### Gate-type map

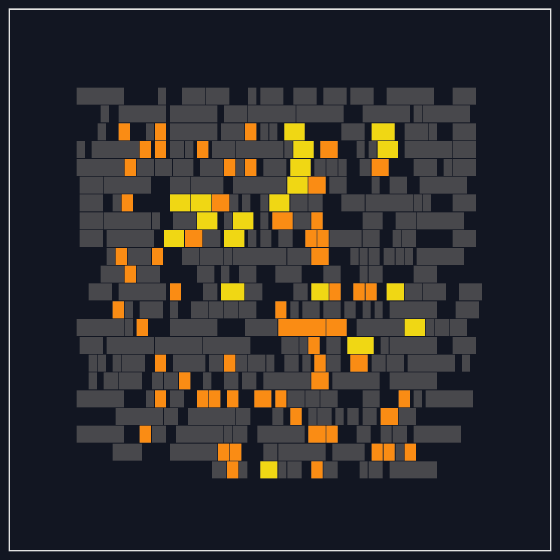
### Wiring by layer

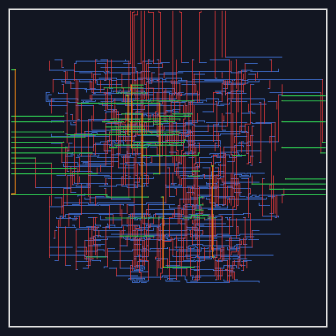
### Nets reached from selected ports

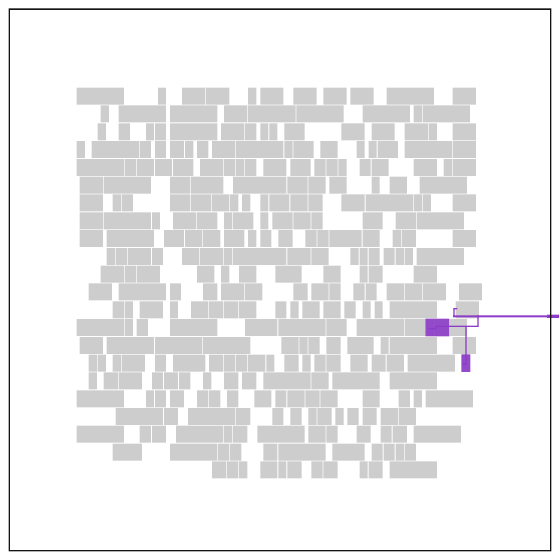
### Clock network drawn from the DEF

Bar = 20 um.
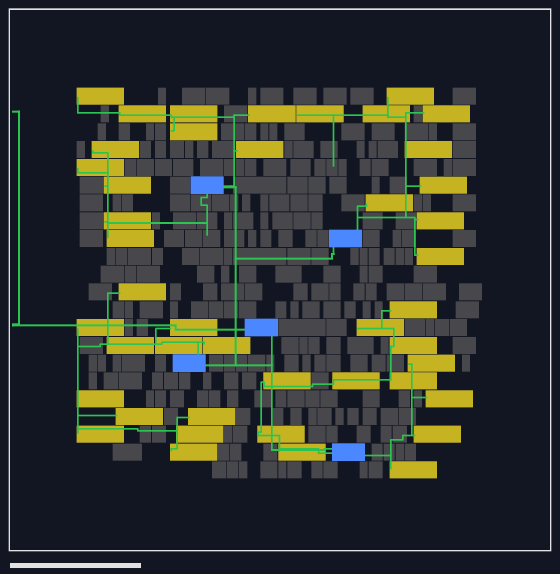
$ cat src/rtl/tictactoe_ctrl.sv
// -----------------------------------------------------------------------------
// tictactoe_ctrl
// Two-player tic-tac-toe referee. Accepts moves through a valid/ready
// handshake, rejects illegal ones, checks for a winning line or a full board
// one cycle after every committed move, and ends the game by forfeit when the
// player to move stalls for TIMEOUT cycles.
//
// Parameters
//   FIRST_X     1 = X opens the game, 0 = O opens the game
//   TIMEOUT     per-move cycle limit (1..65535), 0 disables the forfeit timer
//
// Ports
//   clk         rising-edge clock for all state
//   rst         synchronous active-high reset, highest priority
//   start       one-cycle pulse: clear the board and begin a new game
//   move_valid  move request present
//   move_player requesting player (0 = X, 1 = O)
//   move_pos    target cell 0..8, row-major; bit i of the boards is cell i
//   move_ready  a move can be accepted this cycle
//   move_ack    one-cycle pulse: legal move committed
//   move_err    one-cycle pulse: move rejected
//   x_board     cells held by X
//   o_board     cells held by O
//   turn        player to move (0 = X, 1 = O)
//   game_over   high while the game is finished
//   winner      00 none, 01 X, 10 O, 11 draw (valid while game_over)
//   forfeit     high when the finished game ended by timeout
// -----------------------------------------------------------------------------
module tictactoe_ctrl #(
   parameter bit          FIRST_X = 1'b1,
   parameter int unsigned TIMEOUT = 1000
) (
   input  logic       clk,
   input  logic       rst,
   input  logic       start,
   input  logic       move_valid,
   input  logic       move_player,
   input  logic [3:0] move_pos,
   output logic       move_ready,
   output logic       move_ack,
   output logic       move_err,
   output logic [8:0] x_board,
   output logic [8:0] o_board,
   output logic       turn,
   output logic       game_over,
   output logic [1:0] winner,
   output logic       forfeit
);

   typedef enum logic [1:0] {
      IDLE      = 2'd0,
      WAIT_MOVE = 2'd1,
      EVAL      = 2'd2,
      DONE      = 2'd3
   } state_t;

   localparam bit          TIMEOUT_EN   = (TIMEOUT != 32'd0);
   localparam logic [15:0] TIMEOUT_LAST = TIMEOUT_EN ? 16'(TIMEOUT - 32'd1) : 16'd0;

   // True when the board holds any of the eight winning lines.
   function automatic logic has_line(input logic [8:0] b);
      has_line = (b[0] & b[1] & b[2]) | (b[3] & b[4] & b[5]) | (b[6] & b[7] & b[8]) |
                 (b[0] & b[3] & b[6]) | (b[1] & b[4] & b[7]) | (b[2] & b[5] & b[8]) |
                 (b[0] & b[4] & b[8]) | (b[2] & b[4] & b[6]);
   endfunction

   state_t      state_r, state_s;
   logic [8:0]  x_board_r, x_board_s;
   logic [8:0]  o_board_r, o_board_s;
   logic        turn_r, turn_s;
   logic [1:0]  winner_r, winner_s;
   logic        forfeit_r, forfeit_s;
   logic        move_ack_r, move_ack_s;
   logic        move_err_r, move_err_s;
   logic        move_ready_r, move_ready_s;
   logic        game_over_r, game_over_s;
   logic [15:0] cnt_r, cnt_s;

   logic [8:0]  occ_s;
   logic [15:0] occ16_s;
   logic [8:0]  mask_s;
   logic [8:0]  mover_board_s;
   logic        legal_s;

   // Legality of the presented move and the cell mask it would set.
   always_comb begin
      occ_s         = x_board_r | o_board_r;
      occ16_s       = {7'd0, occ_s};          // widened so pos 9..15 indexes safely
      mask_s        = 9'd1 << move_pos;
      mover_board_s = turn_r ? o_board_r : x_board_r;
      legal_s       = (move_player == turn_r) && (move_pos <= 4'd8) && !occ16_s[move_pos];
   end

   // Next-state and next-output decode; start overrides everything but rst.
   always_comb begin
      state_s    = state_r;
      x_board_s  = x_board_r;
      o_board_s  = o_board_r;
      turn_s     = turn_r;
      winner_s   = winner_r;
      forfeit_s  = forfeit_r;
      cnt_s      = cnt_r;
      move_ack_s = 1'b0;
      move_err_s = 1'b0;
      if (start) begin
         state_s   = WAIT_MOVE;
         x_board_s = 9'd0;
         o_board_s = 9'd0;
         turn_s    = ~FIRST_X;
         winner_s  = 2'b00;
         forfeit_s = 1'b0;
         cnt_s     = 16'd0;
      end else begin
         case (state_r)
            IDLE: begin
               state_s = IDLE;
            end
            WAIT_MOVE: begin
               if (move_valid && legal_s) begin
                  // A legal move wins over a coincident timeout expiry.
                  if (turn_r == 1'b0) begin
                     x_board_s = x_board_r | mask_s;
                  end else begin
                     o_board_s = o_board_r | mask_s;
                  end
                  move_ack_s = 1'b1;
                  state_s    = EVAL;
               end else begin
                  move_err_s = move_valid;
                  if (TIMEOUT_EN && (cnt_r == TIMEOUT_LAST)) begin
                     state_s   = DONE;
                     winner_s  = turn_r ? 2'b01 : 2'b10;
                     forfeit_s = 1'b1;
                  end else begin
                     cnt_s = cnt_r + 16'd1;
                  end
               end
            end
            EVAL: begin
               // Only the player who just moved can have completed a line.
               if (has_line(mover_board_s)) begin
                  state_s  = DONE;
                  winner_s = turn_r ? 2'b10 : 2'b01;
               end else if (occ_s == 9'h1FF) begin
                  state_s  = DONE;
                  winner_s = 2'b11;
               end else begin
                  state_s = WAIT_MOVE;
                  turn_s  = ~turn_r;
                  cnt_s   = 16'd0;
               end
            end
            DONE: begin
               state_s = DONE;
            end
            default: begin
               state_s = IDLE;
            end
         endcase
      end
      move_ready_s = (state_s == WAIT_MOVE);
      game_over_s  = (state_s == DONE);
   end

   // State and output registers with synchronous reset.
   always_ff @(posedge clk) begin
      if (rst) begin
         state_r      <= IDLE;
         x_board_r    <= 9'd0;
         o_board_r    <= 9'd0;
         turn_r       <= 1'b0;
         winner_r     <= 2'b00;
         forfeit_r    <= 1'b0;
         cnt_r        <= 16'd0;
         move_ack_r   <= 1'b0;
         move_err_r   <= 1'b0;
         move_ready_r <= 1'b0;
         game_over_r  <= 1'b0;
      end else begin
         state_r      <= state_s;
         x_board_r    <= x_board_s;
         o_board_r    <= o_board_s;
         turn_r       <= turn_s;
         winner_r     <= winner_s;
         forfeit_r    <= forfeit_s;
         cnt_r        <= cnt_s;
         move_ack_r   <= move_ack_s;
         move_err_r   <= move_err_s;
         move_ready_r <= move_ready_s;
         game_over_r  <= game_over_s;
      end
   end

   assign move_ready = move_ready_r;
   assign move_ack   = move_ack_r;
   assign move_err   = move_err_r;
   assign x_board    = x_board_r;
   assign o_board    = o_board_r;
   assign turn       = turn_r;
   assign game_over  = game_over_r;
   assign winner     = winner_r;
   assign forfeit    = forfeit_r;

endmodule
$ cat config.mk
export PLATFORM = sky130hd
export DESIGN_NAME = tictactoe_ctrl
export DESIGN_NICKNAME = d
export VERILOG_FILES = /design/src/rtl/tictactoe_ctrl.sv
export SDC_FILE = /design/constraint.sdc
export NUM_CORES = 1
export LEC_CHECK = 0
export CORE_MARGIN = 10
export CORE_UTILIZATION = 55
export CTS_BUF_LIST = sky130_fd_sc_hd__clkbuf_2 sky130_fd_sc_hd__clkbuf_4 sky130_fd_sc_hd__clkbuf_8
export DETAILED_ROUTE_END_ITERATION = 7
export HOLD_SLACK_MARGIN = 0.1
export PLACE_DENSITY = 0.81
export SLEW_MARGIN = 15
export SYNTH_ARGS = -nofsm -noshare
export SYNTH_HDL_FRONTEND = slang
export SYNTH_SLANG_ARGS = --single-unit
$ cat constraint.sdc
create_clock -name clk -period 3.3 [get_ports clk]
set_clock_uncertainty 0.15 [all_clocks]
set_input_delay 0.66 -clock clk [delete_from_list [all_inputs] [get_ports clk]]
set_output_delay 0.66 -clock clk [all_outputs]
set_load 0.005 [all_outputs]
==> results.tsv <==
stage	metric	value	unit
synth	async_flop_share	0	%
critical_path	rrSetupSlack	0.61	ns
synth	adder_share	0.5817	%
global_routing	grt_max_degree	25	
sta	fin_crit	3.075	ns
job	warning_count	26	
synth	synth_top_area_share	40.95	%
critical_path	cp.required	3.38	ns
run_status	status	completed	
synth	yosysCellCount	258	
critical_path	end_kind	flop	
global_routing	busiest_layer	met2	
sta	period_used_share	93.19	%
final_layout	syn_to_final_growth	27.22	%
placement	placedCellCount	351	
cts	cts_tree	done	
final_layout	num_antenna_cells	0	
detailed_routing	first_pass_iters	5	
final_layout	drive_above_1_share	10.32	%
critical_path	crit_slowest_cell	clkdlybuf4s50_1	
critical_path	cp.arrival	3.16	ns
critical_path	setup.worst_path.start	move_pos[1]	
sta	setup-violations-final	0	
global_routing	antenna_found_initial	0	
synth	synth_top_cell_by_count	dfxtp_1	
critical_path	path_cells	clkdlybuf4s50_1, mux4_2, mux2_2, a211oi_4, nor2_2, or4_1, a21oi_1	
placement	place_area	0.002655	mm2
sta	holdWs	0.3105	ns
floorplan	dieArea	0.006812	mm2
detailed_routing	postRouteAntennaNets	0	
global_routing	grt_pass1_vias	2002	
synth	edf_count	0	
global_routing	grt_pass1_wl	9701	um
cts	cts_resized	0	
final_layout	utilization	73.64	%
floorplan	die_w	82.54	um
job	cap_viol_max_count	0	
critical_path	r2r-end	cnt_r[15]	
synth	ys_chip_area	0.002151	mm2
floorplan	ioPinCount	35	
power_and_ir_drop	ir_worst_vdd	0.2877	mV
final_layout	postLayoutCellArea	0.002736	mm2
detailed_routing	drt_iter0_drc	203	
sta	fin_setup_tns	0	ns
synth	synth_area	0.002151	mm2
global_routing	grt_util_met3	6.911	%
synth	synth-simple-area-share	26.47	%
sta	fmax	325.2	MHz
critical_path	crit_family	multiplexers	
synth	mux_area_share	5.410	%
power_and_ir_drop	p_sw_share	22.64	%
synth	ys_types	47	
min_path	holdPathEnd	winner[0]	
sta	hold_viol_final	0	
critical_path	critPathMaxFanout	6	
detailed_routing	wl_met1	2487	um
final_layout	nets	320	
synth	common_cells	44 x dfxtp_1, 41 x nor2_1, 33 x a21oi_1	
sta	drv_slew	0	
sta	worstMarginPinSlew	0.6310	ns
power_and_ir_drop	powerDensity	340.0	mW/mm2
synth	ys_sh_xor	0.8144	%
cts	clockBufferDepth	2	
floorplan	rows	22	
sta	fin_ws	0.2248	ns
cts	cts_buffers	5	
min_path	hold_start	winner[0]	
synth	yosys-dominant-comb-family	simple AND/OR/NAND/NOR gates	
placement	dp_hpwl	4348	um
sta	max-slew-margin-rel	57.68	%
cts	root_buffer	clkbuf_8	
cts	ctsHoldBuffers	0	
placement	gp_congestion	0.9042	
cts	clock-sinks	44	
min_path	hold_depth	2	
cts	clkLatencyLatePin	0.30	ns
critical_path	slowest_delay	0.58	ns
synth	compound_area_share	23.62	%
power_and_ir_drop	comb_power_share	7.6	%
floorplan	die_h	82.54	um
critical_path	r2r_cells	7	
floorplan	core_area	0.003716	mm2
sta	rsz0062_at_grt	false	
min_path	hold_class	reg2reg	
cts	clk_pin_slew	0.08	ns
power_and_ir_drop	p_int	719.7	uW
cts	htree_num_levels	2	
detailed_routing	drc	0	
synth	flop_cell	dfxtp_1	
synth	largest_area_cell	dfxtp_1	
synth	syn_inst	258	
global_routing	grt_remaining_overflow	0	
placement	io_buffers	34	
Notes on 'Gate-type map' above:
legend:
  non-inverting ao/oa cells:
    colour: yellow
    cells: 19
    most_used: a22o_1
  aoi and oai cells:
    colour: orange
    cells: 58
    most_used: a21oi_1
Finished Layout Cells: 358
most used logic cell in the final layout: dfxtp_1
Comb/total area: 44.72%

Notes on 'Wiring by layer' above:
legend:
  M4:
    colour: orange
    wire_length: 148 um
  M1:
    colour: blue
    wire_length: 2,490 um
  M2:
    colour: red
    wire_length: 2,540 um
  M3:
    colour: green
    wire_length: 596 um
final WL: 5774 um
WL/cell: 16.13 um
total number of vias: 2,153
total global-route track usage: 18.04%

Notes on 'Nets reached from selected ports' above:
legend:
  rst:
    colour: purple
    direction: input
    edge: right
    end_cells: 3
    buffers: 1
    wire: 32.0 um

Notes on 'Clock network drawn from the DEF' above:
legend:
  flip-flops:
    colour: yellow
    count: 44
  clock wires:
    colour: green
    length: 509 um
  clock-net drivers:
    colour: blue
    count: 5
routed clock nets: 6

## state kept, by name, summed over array words and instances (netlist names)
register    count
game_over       1
state_r         2
x_board         9
winner          2
turn            1
cnt_r          16
move_ready      1
forfeit         1
move_ack        1
move_err        1
o_board         9
## power groups by stage
| stage | Sequential (uW) | Combinational (uW) | Clock, uW |
|---|---|---|---|
| floorplan | 549 | 32.2 | 0 |
| finish | 537 | 70.8 | 323 |
| CTS | 537 | 70.5 | 330 |
| global placement | 549 | 68.6 | 0 |
| global route | 537 | 76.7 | 353 |
| detailed placement | 549 | 70.1 | 0 |
## layout make-up
type,instances,area (um2)
multi-input combinational,202,1224
fill,300,979.7
sequential,44,880.8
timing repair buffer,51,467.9
clock buffer,6,76.32
tap,48,60.06
inverter,6,22.52
clock inverter,1,5.005
No activity file was given, so power comes from the tool's default toggle rates.
